==> src/rtl/tt6581_pkg.sv <==
// Shared widths and the mixer state type for the voice mixer and the blocks around it.
package tt6581_pkg;

    localparam int VOICE_W  = 12;
    localparam int ENV_W    = 8;
    localparam int VOL_W    = 4;
    localparam int SAMPLE_W = 16;

    localparam int MULT_A_W = 24;
    localparam int MULT_B_W = 16;
    localparam int MULT_P_W = 40;

    typedef enum logic [2:0] {
        ST_IDLE,
        ST_V_ISSUE,
        ST_V_WAIT,
        ST_VOL_ISSUE,
        ST_VOL_WAIT,
        ST_DONE
    } mix_state_e;

endpackage

==> src/rtl/voice_mixer.sv <==
// Per-tick voice mixer: one shared-multiplier pass per voice (sample x envelope),
// then one pass of the accumulated sum by master volume.
module voice_mixer
    import tt6581_pkg::*;
#(
    parameter int NUM_VOICES = 3,
    parameter int OUT_SHIFT  = 10
) (
    input  logic                          clk_i,
    input  logic                          rst_ni,
    input  logic                          sample_tick_i,
    input  logic [NUM_VOICES*VOICE_W-1:0] voices_i,
    input  logic [NUM_VOICES*ENV_W-1:0]   envs_i,
    input  logic [VOL_W-1:0]              volume_i,
    output logic                          mult_start_o,
    output logic [MULT_A_W-1:0]           mult_op_a_o,
    output logic [MULT_B_W-1:0]           mult_op_b_o,
    input  logic                          mult_ready_i,
    input  logic [MULT_P_W-1:0]           mult_prod_i,
    output logic [SAMPLE_W-1:0]           sample_o,
    output logic                          sample_valid_o,
    output logic                          busy_o,
    output logic                          overrun_o
);

    localparam int ACC_W = 22;
    localparam int IDX_W = $clog2(NUM_VOICES + 1);

    mix_state_e                    state_q, state_d;
    logic [IDX_W-1:0]              idx_q, idx_d;
    logic signed [ACC_W-1:0]       acc_q, acc_d;
    logic [SAMPLE_W-1:0]           sample_q, sample_d;
    logic                          first_q, first_d;
    logic [NUM_VOICES*VOICE_W-1:0] voices_q;
    logic [NUM_VOICES*ENV_W-1:0]   envs_q;
    logic [VOL_W-1:0]              vol_q;
    logic                          snap_en;

    logic [VOICE_W-1:0]            cur_voice;
    logic [ENV_W-1:0]              cur_env;
    logic [MULT_A_W-1:0]           voice_op_a, vol_op_a;
    logic [MULT_B_W-1:0]           voice_op_b, vol_op_b;
    logic                          unused_prod_bits;

    assign cur_voice  = voices_q[idx_q*VOICE_W +: VOICE_W];
    assign cur_env    = envs_q[idx_q*ENV_W +: ENV_W];
    assign voice_op_a = {{(MULT_A_W-VOICE_W){cur_voice[VOICE_W-1]}}, cur_voice};
    assign voice_op_b = {{(MULT_B_W-ENV_W){1'b0}}, cur_env};
    assign vol_op_a   = {{(MULT_A_W-ACC_W){acc_q[ACC_W-1]}}, acc_q};
    assign vol_op_b   = {{(MULT_B_W-VOL_W){1'b0}}, vol_q};

    // Only the low bits of each product carry information; the rest are sign copies.
    assign unused_prod_bits = ^mult_prod_i[MULT_P_W-1:OUT_SHIFT+SAMPLE_W];

    // NOTE: every output and next-state signal gets a default before the case,
    // so no path through this block can leave a value unassigned and infer a latch.
    always_comb begin
        state_d      = state_q;
        idx_d        = idx_q;
        acc_d        = acc_q;
        sample_d     = sample_q;
        first_d      = 1'b0;
        snap_en      = 1'b0;
        mult_start_o = 1'b0;
        mult_op_a_o  = '0;
        mult_op_b_o  = '0;

        case (state_q)
            ST_IDLE: begin
                if (sample_tick_i) begin
                    snap_en = 1'b1;
                    acc_d   = '0;
                    idx_d   = '0;
                    state_d = ST_V_ISSUE;
                end
            end
            ST_V_ISSUE: begin
                mult_op_a_o = voice_op_a;
                mult_op_b_o = voice_op_b;
                if (mult_ready_i) begin
                    mult_start_o = 1'b1;
                    first_d      = 1'b1;
                    state_d      = ST_V_WAIT;
                end
            end
            ST_V_WAIT: begin
                mult_op_a_o = voice_op_a;
                mult_op_b_o = voice_op_b;
                // Ready may still read high in the cycle right after start.
                if (!first_q && mult_ready_i) begin
                    acc_d = acc_q + $signed(mult_prod_i[ACC_W-1:0]);
                    if (idx_q == IDX_W'(NUM_VOICES - 1)) begin
                        state_d = ST_VOL_ISSUE;
                    end else begin
                        idx_d   = idx_q + 1'b1;
                        state_d = ST_V_ISSUE;
                    end
                end
            end
            ST_VOL_ISSUE: begin
                mult_op_a_o = vol_op_a;
                mult_op_b_o = vol_op_b;
                if (mult_ready_i) begin
                    mult_start_o = 1'b1;
                    first_d      = 1'b1;
                    state_d      = ST_VOL_WAIT;
                end
            end
            ST_VOL_WAIT: begin
                mult_op_a_o = vol_op_a;
                mult_op_b_o = vol_op_b;
                if (!first_q && mult_ready_i) begin
                    sample_d = mult_prod_i[OUT_SHIFT+SAMPLE_W-1:OUT_SHIFT];
                    state_d  = ST_DONE;
                end
            end
            ST_DONE: state_d = ST_IDLE;
            default: state_d = ST_IDLE;
        endcase
    end

    // NOTE: state registers use non-blocking assignments so every flop samples
    // the pre-edge values regardless of statement order.
    always_ff @(posedge clk_i or negedge rst_ni) begin
        if (!rst_ni) begin
            state_q  <= ST_IDLE;
            idx_q    <= '0;
            acc_q    <= '0;
            sample_q <= '0;
            first_q  <= 1'b0;
            voices_q <= '0;
            envs_q   <= '0;
            vol_q    <= '0;
        end else begin
            state_q  <= state_d;
            idx_q    <= idx_d;
            acc_q    <= acc_d;
            sample_q <= sample_d;
            first_q  <= first_d;
            if (snap_en) begin
                voices_q <= voices_i;
                envs_q   <= envs_i;
                vol_q    <= volume_i;
            end
        end
    end

    assign sample_o       = sample_q;
    assign sample_valid_o = (state_q == ST_DONE);
    assign busy_o         = (state_q != ST_IDLE);
    assign overrun_o      = sample_tick_i && busy_o;

endmodule

==> config.mk <==
export PLATFORM = sky130hd
export DESIGN_NAME = voice_mixer
export DESIGN_NICKNAME = d
export VERILOG_FILES = /design/src/rtl/tt6581_pkg.sv /design/src/rtl/voice_mixer.sv
export SDC_FILE = /design/constraint.sdc
export NUM_CORES = 1
export LEC_CHECK = 0
export CAP_MARGIN = 20
export CORE_MARGIN = 2
export CORE_UTILIZATION = 49
export CTS_CLUSTER_DIAMETER = 80
export CTS_CLUSTER_SIZE = 12
export DETAILED_ROUTE_END_ITERATION = 10
export GPL_ROUTABILITY_DRIVEN = 0
export PLACE_DENSITY = 0.8
export SKIP_LAST_GASP = 1
export SLEW_MARGIN = 20
export SYNTH_ARGS = -nofsm -noshare
export SYNTH_HDL_FRONTEND = slang
export SYNTH_SLANG_ARGS = --single-unit
==> constraint.sdc <==
create_clock -name clk_i -period 2.8 [get_ports clk_i]
set_clock_uncertainty 0.05 [all_clocks]
set_input_delay 0.28 -clock clk_i [delete_from_list [all_inputs] [get_ports clk_i]]
set_output_delay 0.28 -clock clk_i [all_outputs]
set_load 0.1 [all_outputs]
==> results.py, run 1 <==
# Auto-generated metrics
metrics = {
    "outcome": {
        "outcome": "completed",
    },
    "cells_and_area": {
        "regMostFlops": "voices_q",
        "largest_reg_flops": 36,
        "diodes": 0,
        "top_regs": "voices_q: 36 flops, envs_q: 24 flops, acc_q: 22 flops",
        "nets": 984,
        "register_area_mm2": 0.00270,
        "syn_to_final_growth_pct": 36.5,
        "final_common_cell": "nand2_1",
        "comb_area_mm2": 0.00316,
        "drive_above_1_share": 0.143,
        "layout_top_cells": "nand2_1 (230), dfrtp_1 (108), clkdlybuf4s50_1 (92), a21oi_1 (41)",
    },
    "floorplan": {
        "fp.dieH_um": 115,
        "row_count": 40,
        "fp_util": 0.505,
        "coreArea_mm2": 0.0121,
        "io_pins": 168,
        "chip_area_mm2": 0.0133,
        "die_w_um": 115,
    },
    "clocking": {
        "cts_buffer_depth": 2,
        "root_buffer": "clkbuf_16",
        "clock_latency_ps": 360,
        "postCtsSetupRepairBufs": 0,
        "cts_tree": "yes",
        "htree_levels": 3,
        "numCtsBuffers": 9,
        "ctsResizeCount": 1,
        "clock-sinks": 108,
        "cts_hold_buf": 1,
        "clkTransAtPathRegs_ps": 70,
    },
    "logic_synthesis": {
        "yosys.area_share.aoi": 0.144,
        "syn_area_per_cell_um2": 8.44,
        "yosys_cells": 722,
        "async_flop_share": 1.00,
        "xor_share": 0.0115,
        "synth_cell_types": 50,
        "synthMuxAreaShare": 0.0657,
        "ys_area_mm2": 0.00609,
        "yosys_warnings": 0,
        "yosysSeqAreaShare": 0.444,
        "adder_share": 0.0485,
        "yosysTopAreaCell": "dfrtp_1",
        "ys.flops": 108,
        "edf_count": 0,
        "netlist_instances": 722,
        "top_logic_kind": "simple AND/OR/NAND/NOR gates",
        "simple_gate_share": 0.238,
        "synth_area_mm2": 0.00609,
        "flop_cell": "dfrtp_1",
        "netlist.area_leader.share": 0.444,
        "top_cells_by_area": "dfrtp_1 (44%), nand2_1 (14%), ha_1 (4.5%)",
    },
    "timing": {
        "worstMarginPinSlew_ps": 714,
        "period_minus_slack_ps": 2640,
        "final-max-slew-violation-count": 0,
        "max_freq_ghz": 0.379,
        "maxSlewHeadroom": 0.523,
        "rsz0062_at_grt": "false",
        "setup_viol": 0,
        "finalWorstSetupSlack_ps": 164,
        "post-route-period-util": 0.941,
        "final_hold_viol_count": 0,
    },
    "routing": {
        "routed_wl_um": 16300,
        "viasPerCell": 5.49,
        "drtPass1Iterations": 5,
        "drc_errors": 0,
        "vias": 5637,
        "ant_nets": 0,
        "routedWlPerCell_um": 15.9,
        "drtIter0Drc": 427,
    },
    "setup_path": {
        "crit_required_ps": 2470,
        "crit_buf_inv": 2,
        "critPathMaxStageDelay_ps": 530,
        "crit_slowest_cell": "dfrtp_1",
        "rr_worst_depth": 9,
        "crit_type": "register to output pin",
        "critPathArrivalTime_ps": 2310,
        "crit_path_end_kind": "output pin",
        "path_depth": 5,
        "critPathTopFamily": "flip-flops",
        "crit_fanout": 14,
        "path_cells": "nor3b_1, a21o_2, buf_4, a21o_1, buf_12",
        "start_kind": "register",
    },
    "grt": {
        "grt_pass1_wl_um": 27000,
        "antenna_found_initial": 0,
        "track_usage": 0.256,
        "grt_pass1_vias": 5750,
        "grt_overflow": 0,
        "grt_max_degree": 76,
    },
    "place": {
        "dp_hpwl_um": 11900,
        "port_buffers": 145,
        "post-place-ws_ps": -33.2,
    },
    "hold_path": {
        "hold_path_class": "primary input to async pin",
    },
    "flow_run": {
        "max_cap_viol_count": 0,
        "warnings": 41,
    },
}
-- run 1: synthesized netlist by cell type (11+ instances only) --
master    number
mux2i_1       22
nand2_1      231
a21o_1        18
ha_1          22
nor2_1        35
mux2_2        16
o21ai_0       35
inv_1         14
buf_4         11
dfrtp_1      108
clkbuf_1      29
nand3_1       29
a21oi_1       41
-- run 1: worst paths after layout --
kind | start | to | slack (ps)
max | state_q[1]$_DFFE_PN0P_ | mult_op_a_o[15] | 160
min | rst_ni | sample_o[4]$_DFFE_PN0P_ | 280
max reg2reg | acc_q[0]$_DFFE_PN0P_ | acc_q[20]$_DFFE_PN0P_ | 250
min reg2reg | envs_q[4]$_DFFE_PN0P_ | envs_q[4]$_DFFE_PN0P_ | 430
max in group asynchronous | rst_ni | envs_q[6]$_DFFE_PN0P_ | 1620
min in group clk_i | voices_i[5] | voices_q[5]$_DFFE_PN0P_ | 390
-- run 1: routing by layer --
metal,vias up,GRT usage,wire length [um]
li1,2686,-,-
met1,2708,0.323,6880
met5,-,0,0
met2,206,0.434,8100
met3,37,0.0429,904
met4,0,0.119,449
-- run 1: final cells by class --
class                           instances  share of cell area
Clock inverter                          6             0.00858
Timing Repair Buffer                  163               0.228
Multi-Input combinational cell        557               0.379
Clock buffer                           10              0.0275
Inverter                               14             0.00632
Tap cell                              168              0.0253
Sequential cell                       108               0.325
-- run 1: stage by stage --
step	utilization	setup TNS [ps]	area, um^2	instances	hold WS, ps
2_1_floorplan	-	-151	6150	729	-65.6
3_3_place_gp	0.664	0	8000	1009	117
3_5_place_dp	0.664	-49.4	8000	1009	121
4_1_cts	0.689	0	8320	1026	278
5_1_grt	0.689	0	8320	1026	310
6_report	0.689	0	8320	1026	283
==> run_1/placement_by_type.png <==
Fill, decap, tap and diode cells in gray.
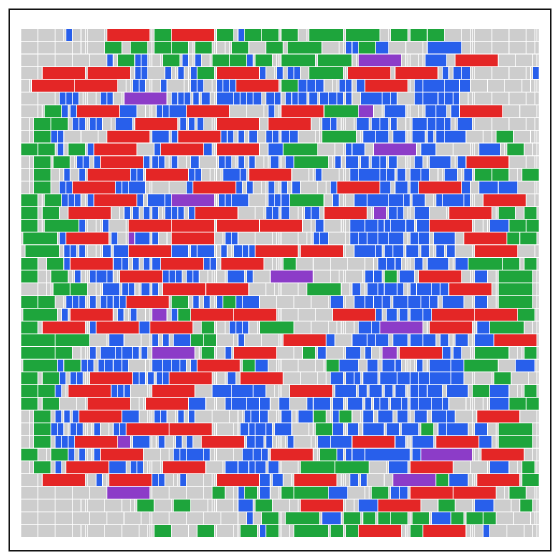
green -> other buffers and delay cells  # cells 163, share of their area 23%
blue -> combinational and other logic  # cells 571, share of their area 40%
red -> flops  # cells 108, share of their area 33%
purple -> clock drivers and dummy loads  # cells 16, share of their area 3.7%

==> run_1/metal_density.png <==
23 x 23 tiles, from dark blue (low) to red (high), scaled to the fullest tile. Values are wire area over tile area, all layers added.
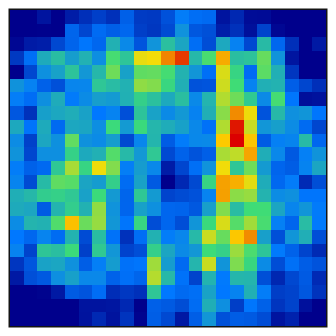
densest ninth of the die = right middle
tiles over half the peak = 13%
mean over tiles = 0.20
fullest tile = 0.66
nearly empty tiles = 7.8%

==> run_1/placement.png <==
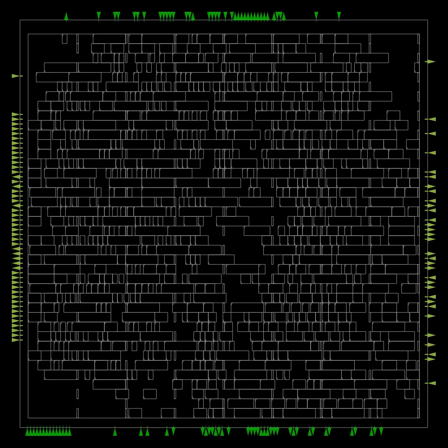
Tap Cells: 168
Finished Layout Cells: 1026
# fillers: 943

==> inputs of run 2 (changes only) <==
Settings changed: CAP_MARGIN 20 to 5, SLEW_MARGIN 20 to 10.
==> run_2/placement.png <==
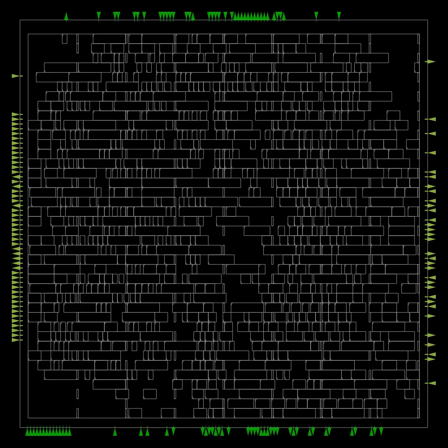
seq_cells: 108
Core Area: 0.0121 mm^2
flop share of the area: 0.325
Rows: 40
fin util: 0.689

==> run_2/power_grid.png <==
Scale bar: 20 um. Pins as bars on the die edge. Tap cells in gray.
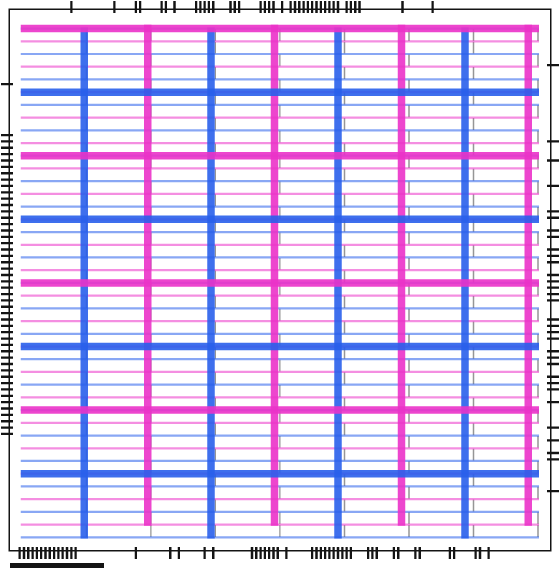
magenta -> VDD
blue -> VSS
met4 straps = 8
rows = 40
signal pins = 168

==> run 2 against run 1 <==
Against the previous run:
- synthesized cell count unchanged
- critical endpoint unchanged
- sequential cell count unchanged
- sequential share of layout area unchanged
- area after synthesis unchanged
- via count unchanged
- setup slack unchanged
- utilization unchanged
- critical path depth unchanged
- die size unchanged
- global-route usage unchanged
- critical path type unchanged
==> results.py, run 2 <==
# Auto-generated metrics
metrics = {
    "grt": {
        "antenna_found_initial": 0,
        "grt_max_degree": 76,
        "globalRouteMet1Util": 0.323,
        "track_usage": 0.256,
        "grt_use_met3": 0.0429,
        "grt_pass1_vias": 5750,
        "use_met2": 0.434,
        "grt_overflow": 0,
        "grt-busiest-layer": "met2",
        "grt_pass1_wl_um": 27000,
    },
    "clocking": {
        "cts_tree": "yes",
        "cts_hold_buf": 1,
        "root_buffer": "clkbuf_16",
        "clock_latency_ps": 360,
        "cts_buffer_depth": 2,
        "numCtsBuffers": 9,
        "postCtsSetupRepairBufs": 0,
        "ctsResizeCount": 1,
        "clock-sinks": 108,
        "clkTransAtPathRegs_ps": 70,
        "htree_levels": 3,
    },
    "cells_and_area": {
        "final_common_cell": "nand2_1",
        "regMostFlops": "voices_q",
        "layout_top_cells": "nand2_1 (230), dfrtp_1 (108), clkdlybuf4s50_1 (92), a21oi_1 (41)",
        "largest_reg_flops": 36,
        "top_regs": "voices_q: 36 flops, envs_q: 24 flops, acc_q: 22 flops",
        "diodes": 0,
        "syn_to_final_growth_pct": 36.5,
        "drive_above_1_share": 0.143,
        "nets": 984,
        "final_area_mm2": 0.00832,
    },
    "logic_synthesis": {
        "yosys_warnings": 0,
        "syn_area_per_cell_um2": 8.44,
        "synth_area_mm2": 0.00609,
        "ys_top_cells_by_count": "nand2_1 (231), dfrtp_1 (108), a21oi_1 (41)",
        "async_flop_share": 1.00,
        "yosys_cells": 722,
        "yosysSeqAreaShare": 0.444,
        "synth_cell_types": 50,
        "yosysTopAreaCell": "dfrtp_1",
        "ys.flops": 108,
        "top_cells_by_area": "dfrtp_1 (44%), nand2_1 (14%), ha_1 (4.5%)",
        "ys_area_mm2": 0.00609,
        "flop_cell": "dfrtp_1",
        "netlist.area_leader.share": 0.444,
        "edf_count": 0,
        "yosysMostFrequentCell": "nand2_1",
        "netlist_instances": 722,
    },
    "routing": {
        "drtPass1Iterations": 5,
        "routed-wl-met3_um": 904,
        "viasPerCell": 5.49,
        "top_layer": "met4",
        "ant_nets": 0,
        "wl_met1_um": 6880,
        "drtIter0Drc": 427,
        "drc_errors": 0,
        "vias": 5637,
        "wl_met2_um": 8100,
        "routed_wl_um": 16300,
        "routedWlPerCell_um": 15.9,
    },
    "timing": {
        "finalWorstSetupSlack_ps": 164,
        "setup_viol": 0,
        "final-max-slew-violation-count": 0,
        "worstMarginPinSlew_ps": 714,
        "tns_ps": 0,
        "rsz0062_at_grt": "false",
        "period_minus_slack_ps": 2640,
        "post-route-period-util": 0.941,
        "max_freq_ghz": 0.379,
        "maxSlewHeadroom": 0.523,
        "final_hold_viol_count": 0,
    },
    "place": {
        "placed_area_mm2": 0.00800,
        "post-place-ws_ps": -33.2,
        "port_buffers": 145,
        "dp_hpwl_um": 11900,
    },
    "floorplan": {
        "die_w_um": 115,
        "fp.dieH_um": 115,
        "fp_util": 0.505,
        "io_pins": 168,
        "chip_area_mm2": 0.0133,
    },
    "setup_path": {
        "crit_path_end_kind": "output pin",
        "critPathArrivalTime_ps": 2310,
        "crit_fanout": 14,
        "crit_required_ps": 2470,
        "start_kind": "register",
        "crit_type": "register to output pin",
    },
    "flow_run": {
        "warnings": 41,
        "max_cap_viol_count": 0,
    },
    "hold_path": {
        "hold_path_class": "primary input to async pin",
    },
    "outcome": {
        "outcome": "completed",
    },
}
-- run 2: critical path, stage by stage (launching register included) --
cell and delay (ps):
dfrtp_1 530, nor3b_1 450, a21o_2 340, buf_4 250, a21o_1 190, buf_12 180
-- run 2: stage by stage --
stage | instances | utilization | hold slack [ps]
floorplan | 729 | - | -65.6
global placement | 1009 | 0.664 | 117
detailed placement | 1009 | 0.664 | 121
CTS | 1026 | 0.689 | 278
global route | 1026 | 0.689 | 310
finish | 1026 | 0.689 | 283
-- run 2: cell type report --
cell class / instances / area, um^2
inverters: 14 / 52.6
fillers: 943 / 3750
flip-flops and latches: 108 / 2700
multi-input cells: 557 / 3160
well taps: 168 / 210
clock buffers: 10 / 229
repair buffers: 163 / 1890
clock inverters: 6 / 71.3
-- run 2: worst paths after layout --
path / from / endpoint / slack [ps] / cells after the start
max in group asynchronous: rst_ni / envs_q[6]$_DFFE_PN0P_ / 1620 / 3
min in group clk_i: voices_i[5] / voices_q[5]$_DFFE_PN0P_ / 390 / 3
worst min register to register: envs_q[4]$_DFFE_PN0P_ / envs_q[4]$_DFFE_PN0P_ / 430 / 2
worst min-delay path: rst_ni / sample_o[4]$_DFFE_PN0P_ / 280 / 2
worst max-delay path: state_q[1]$_DFFE_PN0P_ / mult_op_a_o[15] / 160 / 5
worst max register to register: acc_q[0]$_DFFE_PN0P_ / acc_q[20]$_DFFE_PN0P_ / 250 / 9
-- run 2: cells by family (layout without fill, tap and decap cells) --
logic type	count (synthesis)	after routing	synth area share
xor gates and xnor gates	8	8	0.0115
AOI/OAI and AO/OA	137	137	0.144
DFF	108	108	0.444
muxes	38	38	0.0657
buffers and inverters	64	193	0.0483
other	1	8	0.000616
adders and majority gates	23	23	0.0485
and+or+nand+nor	343	343	0.238
==> inputs of run 3 (changes only) <==
Settings changed: CORE_UTILIZATION 49 to 50, CTS_BUF_LIST set to sky130_fd_sc_hd__clkbuf_4 sky130_fd_sc_hd__clkbuf_8, GPL_TIMING_DRIVEN set to 0, PLACE_DENSITY 0.8 to 0.82, SKIP_LAST_GASP 1 to unset.
==> run_3/power_grid.png <==
Scale bar: 20 um. Pins as bars on the die edge. Tap cells in gray.
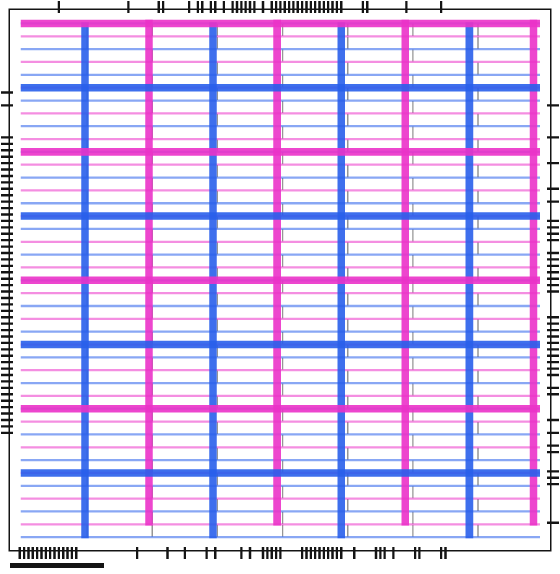
blue -> VSS
magenta -> VDD
met4 straps = 8
signal pins = 168
tap cells = 147
rows = 40

==> run_3/placement_by_type.png <==
Fill, decap, tap and diode cells in gray.
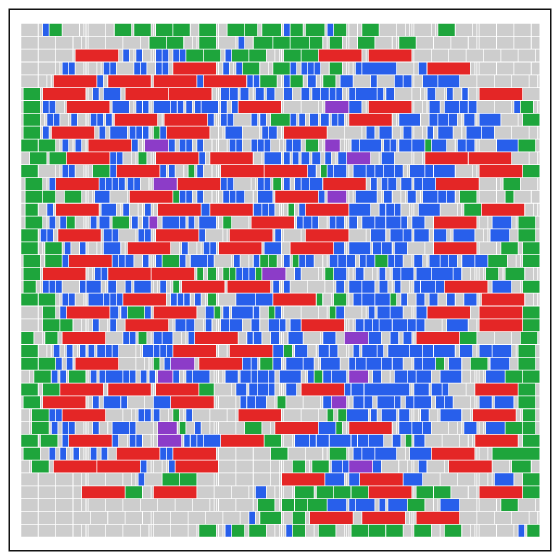
green -> other buffers and delay cells  # cells 197, share of their area 22%
purple -> clock drivers and dummy loads  # cells 16, share of their area 2.4%
red -> flops  # cells 108, share of their area 35%
blue -> combinational and other logic  # cells 571, share of their area 41%

==> run 3 against run 2 <==
Against the previous run:
- fmax down 2.9%
- sequential share of layout area rose by 1.3 points
- global-route usage increased by 0.29 points
- critical path depth shrank 1
- count of clock-buffer cells in the layout fell by 1
- setup slack got worse by 79 ps
- die size shrank 1.9%
- area after synthesis did not move
- register-to-register slack better by 30 ps
- non-clock buffer count rose by 34
- critical path type unchanged
- critical endpoint is now sample_valid_o
==> results.py, run 3 <==
# Auto-generated metrics
metrics = {
    "outcome": {
        "outcome": "completed",
    },
    "logic_synthesis": {
        "yosysTopAreaCell": "dfrtp_1",
        "yosys_warnings": 0,
        "netlist_instances": 722,
        "ys_top_cells_by_count": "nand2_1 (231), dfrtp_1 (108), a21oi_1 (41)",
        "synth_area_mm2": 0.00609,
        "async_flop_share": 1.00,
        "flop_cell": "dfrtp_1",
        "ys.flops": 108,
        "synth_cell_types": 50,
        "netlist.area_leader.share": 0.444,
        "yosysSeqAreaShare": 0.444,
        "syn_area_per_cell_um2": 8.44,
        "top_cells_by_area": "dfrtp_1 (44%), nand2_1 (14%), ha_1 (4.5%)",
        "yosys_cells": 722,
        "yosysMostFrequentCell": "nand2_1",
        "edf_count": 0,
        "ys_area_mm2": 0.00609,
    },
    "grt": {
        "globalRouteMet1Util": 0.347,
        "track_usage": 0.259,
        "grt-busiest-layer": "met2",
        "grt_pass1_vias": 5560,
        "grt_use_met3": 0.0318,
        "use_met2": 0.438,
        "grt_pass1_wl_um": 26700,
        "grt_max_degree": 57,
        "grt_overflow": 0,
        "antenna_found_initial": 0,
    },
    "timing": {
        "setup_viol": 0,
        "max_freq_ghz": 0.368,
        "rsz0062_at_grt": "false",
        "maxSlewHeadroom": 0.339,
        "period_minus_slack_ps": 2710,
        "post-route-period-util": 0.969,
        "final_hold_viol_count": 0,
        "tns_ps": 0,
        "worstMarginPinSlew_ps": 988,
        "final-max-slew-violation-count": 0,
    },
    "cells_and_area": {
        "top_regs": "voices_q: 36 flops, envs_q: 24 flops, acc_q: 22 flops",
        "diodes": 0,
        "regMostFlops": "voices_q",
        "final_area_mm2": 0.00799,
        "drive_above_1_share": 0.127,
        "layout_top_cells": "nand2_1 (231), clkdlybuf4s50_1 (110), dfrtp_1 (108), a21oi_1 (41), nor2_1 (31)",
        "final_common_cell": "nand2_1",
        "stdcell_count": 1039,
        "largest_reg_flops": 36,
        "syn_to_final_growth_pct": 31.1,
        "nets": 1018,
        "final_core_util": 0.668,
    },
    "flow_run": {
        "warnings": 41,
        "max_cap_viol_count": 0,
    },
    "clocking": {
        "cts_buffer_depth": 2,
        "cts_tree": "yes",
        "ctsResizeCount": 170,
        "postCtsSetupRepairBufs": 0,
        "clock-sinks": 108,
        "clock_latency_ps": 400,
        "htree_levels": 3,
        "numCtsBuffers": 9,
        "cts_hold_buf": 1,
        "clkTransAtPathRegs_ps": 110,
        "root_buffer": "clkbuf_8",
    },
    "routing": {
        "top_layer": "met4",
        "routed_wl_um": 16500,
        "wl_met2_um": 7970,
        "ant_nets": 0,
        "drtIter0Drc": 319,
        "drc_errors": 0,
        "wl_met1_um": 7330,
        "routedWlPerCell_um": 15.9,
        "drtPass1Iterations": 5,
        "viasPerCell": 5.45,
        "routed-wl-met3_um": 898,
        "vias": 5661,
    },
    "setup_path": {
        "crit_fanout": 10,
        "crit_path_end_kind": "output pin",
        "critPathTopFamily": "buffers and inverters",
        "crit_slowest_cell": "clkdlybuf4s50_1",
        "crit_required_ps": 2470,
        "path_cells": "buf_2, inv_1, and3_1, clkdlybuf4s50_1",
        "start_kind": "register",
        "crit_buf_inv": 3,
        "critPathArrivalTime_ps": 2380,
        "critPathMaxStageDelay_ps": 1140,
        "crit_type": "register to output pin",
    },
    "floorplan": {
        "chip_area_mm2": 0.0131,
        "fp_util": 0.509,
        "fp.dieH_um": 114,
        "die_w_um": 114,
        "row_count": 40,
        "coreArea_mm2": 0.0120,
        "io_pins": 168,
    },
    "place": {
        "placed_area_mm2": 0.00781,
        "dp.cells": 1022,
        "dp_hpwl_um": 12200,
        "port_buffers": 145,
    },
    "hold_path": {
        "hold_path_class": "primary input to async pin",
    },
}
## run 3: path summary, 6_finish.rpt
check | from | end | slack, ps | cells after the start
max | state_q[1]$_DFFE_PN0P_ | sample_valid_o | 90 | 4
min | rst_ni | acc_q[17]$_DFFE_PN0P_ | 340 | 2
max in group asynchronous | rst_ni | envs_q[2]$_DFFE_PN0P_ | 1710 | 3
min reg2reg | acc_q[21]$_DFFE_PN0P_ | acc_q[21]$_DFFE_PN0P_ | 430 | 1
max reg2reg | acc_q[0]$_DFFE_PN0P_ | acc_q[14]$_DFFE_PN0P_ | 280 | 9
min in group clk_i | voices_i[19] | voices_q[19]$_DFFE_PN0P_ | 350 | 3
## run 3: worst reg2reg max path, delay by kind of cell (launching register included)
family | cells | cell delay, ps
buf+inv | 1 | 60
compound gates | 2 | 530
flops | 1 | 390
fa+ha+maj | 2 | 600
simple gates | 4 | 830
## run 3: through the flow
| step | hold WS [ps] | worst slack, ps |
|---|---|---|
| 2_1_floorplan | -65.6 | -151 |
| 3_3_place_gp | 407 | -2750 |
| 3_5_place_dp | 212 | -766 |
| 4_1_cts | 337 | 4.28 |
| 5_1_grt | 352 | 3.16 |
| 6_report | 339 | 85.5 |
## run 3: cells by family after synthesis
logic type	Yosys count	share of synthesized area
and+or+nand+nor	343	0.238
AOI/OAI and AO/OA	137	0.144
DFF	108	0.444
buffers and inverters	64	0.0483
muxes	38	0.0657
adders and majority gates	23	0.0485
xor gates and xnor gates	8	0.0115
other	1	0.000616
## run 3: layout make-up
type / instances / area (um^2)
multi-input cells: 557 / 3160
fillers: 1005 / 3980
plain buffers: 50 / 254
well taps: 147 / 184
clock inverters: 7 / 65.1
repair buffers: 147 / 1450
clock buffers: 9 / 124
flip-flops and latches: 108 / 2700
inverters: 14 / 52.6
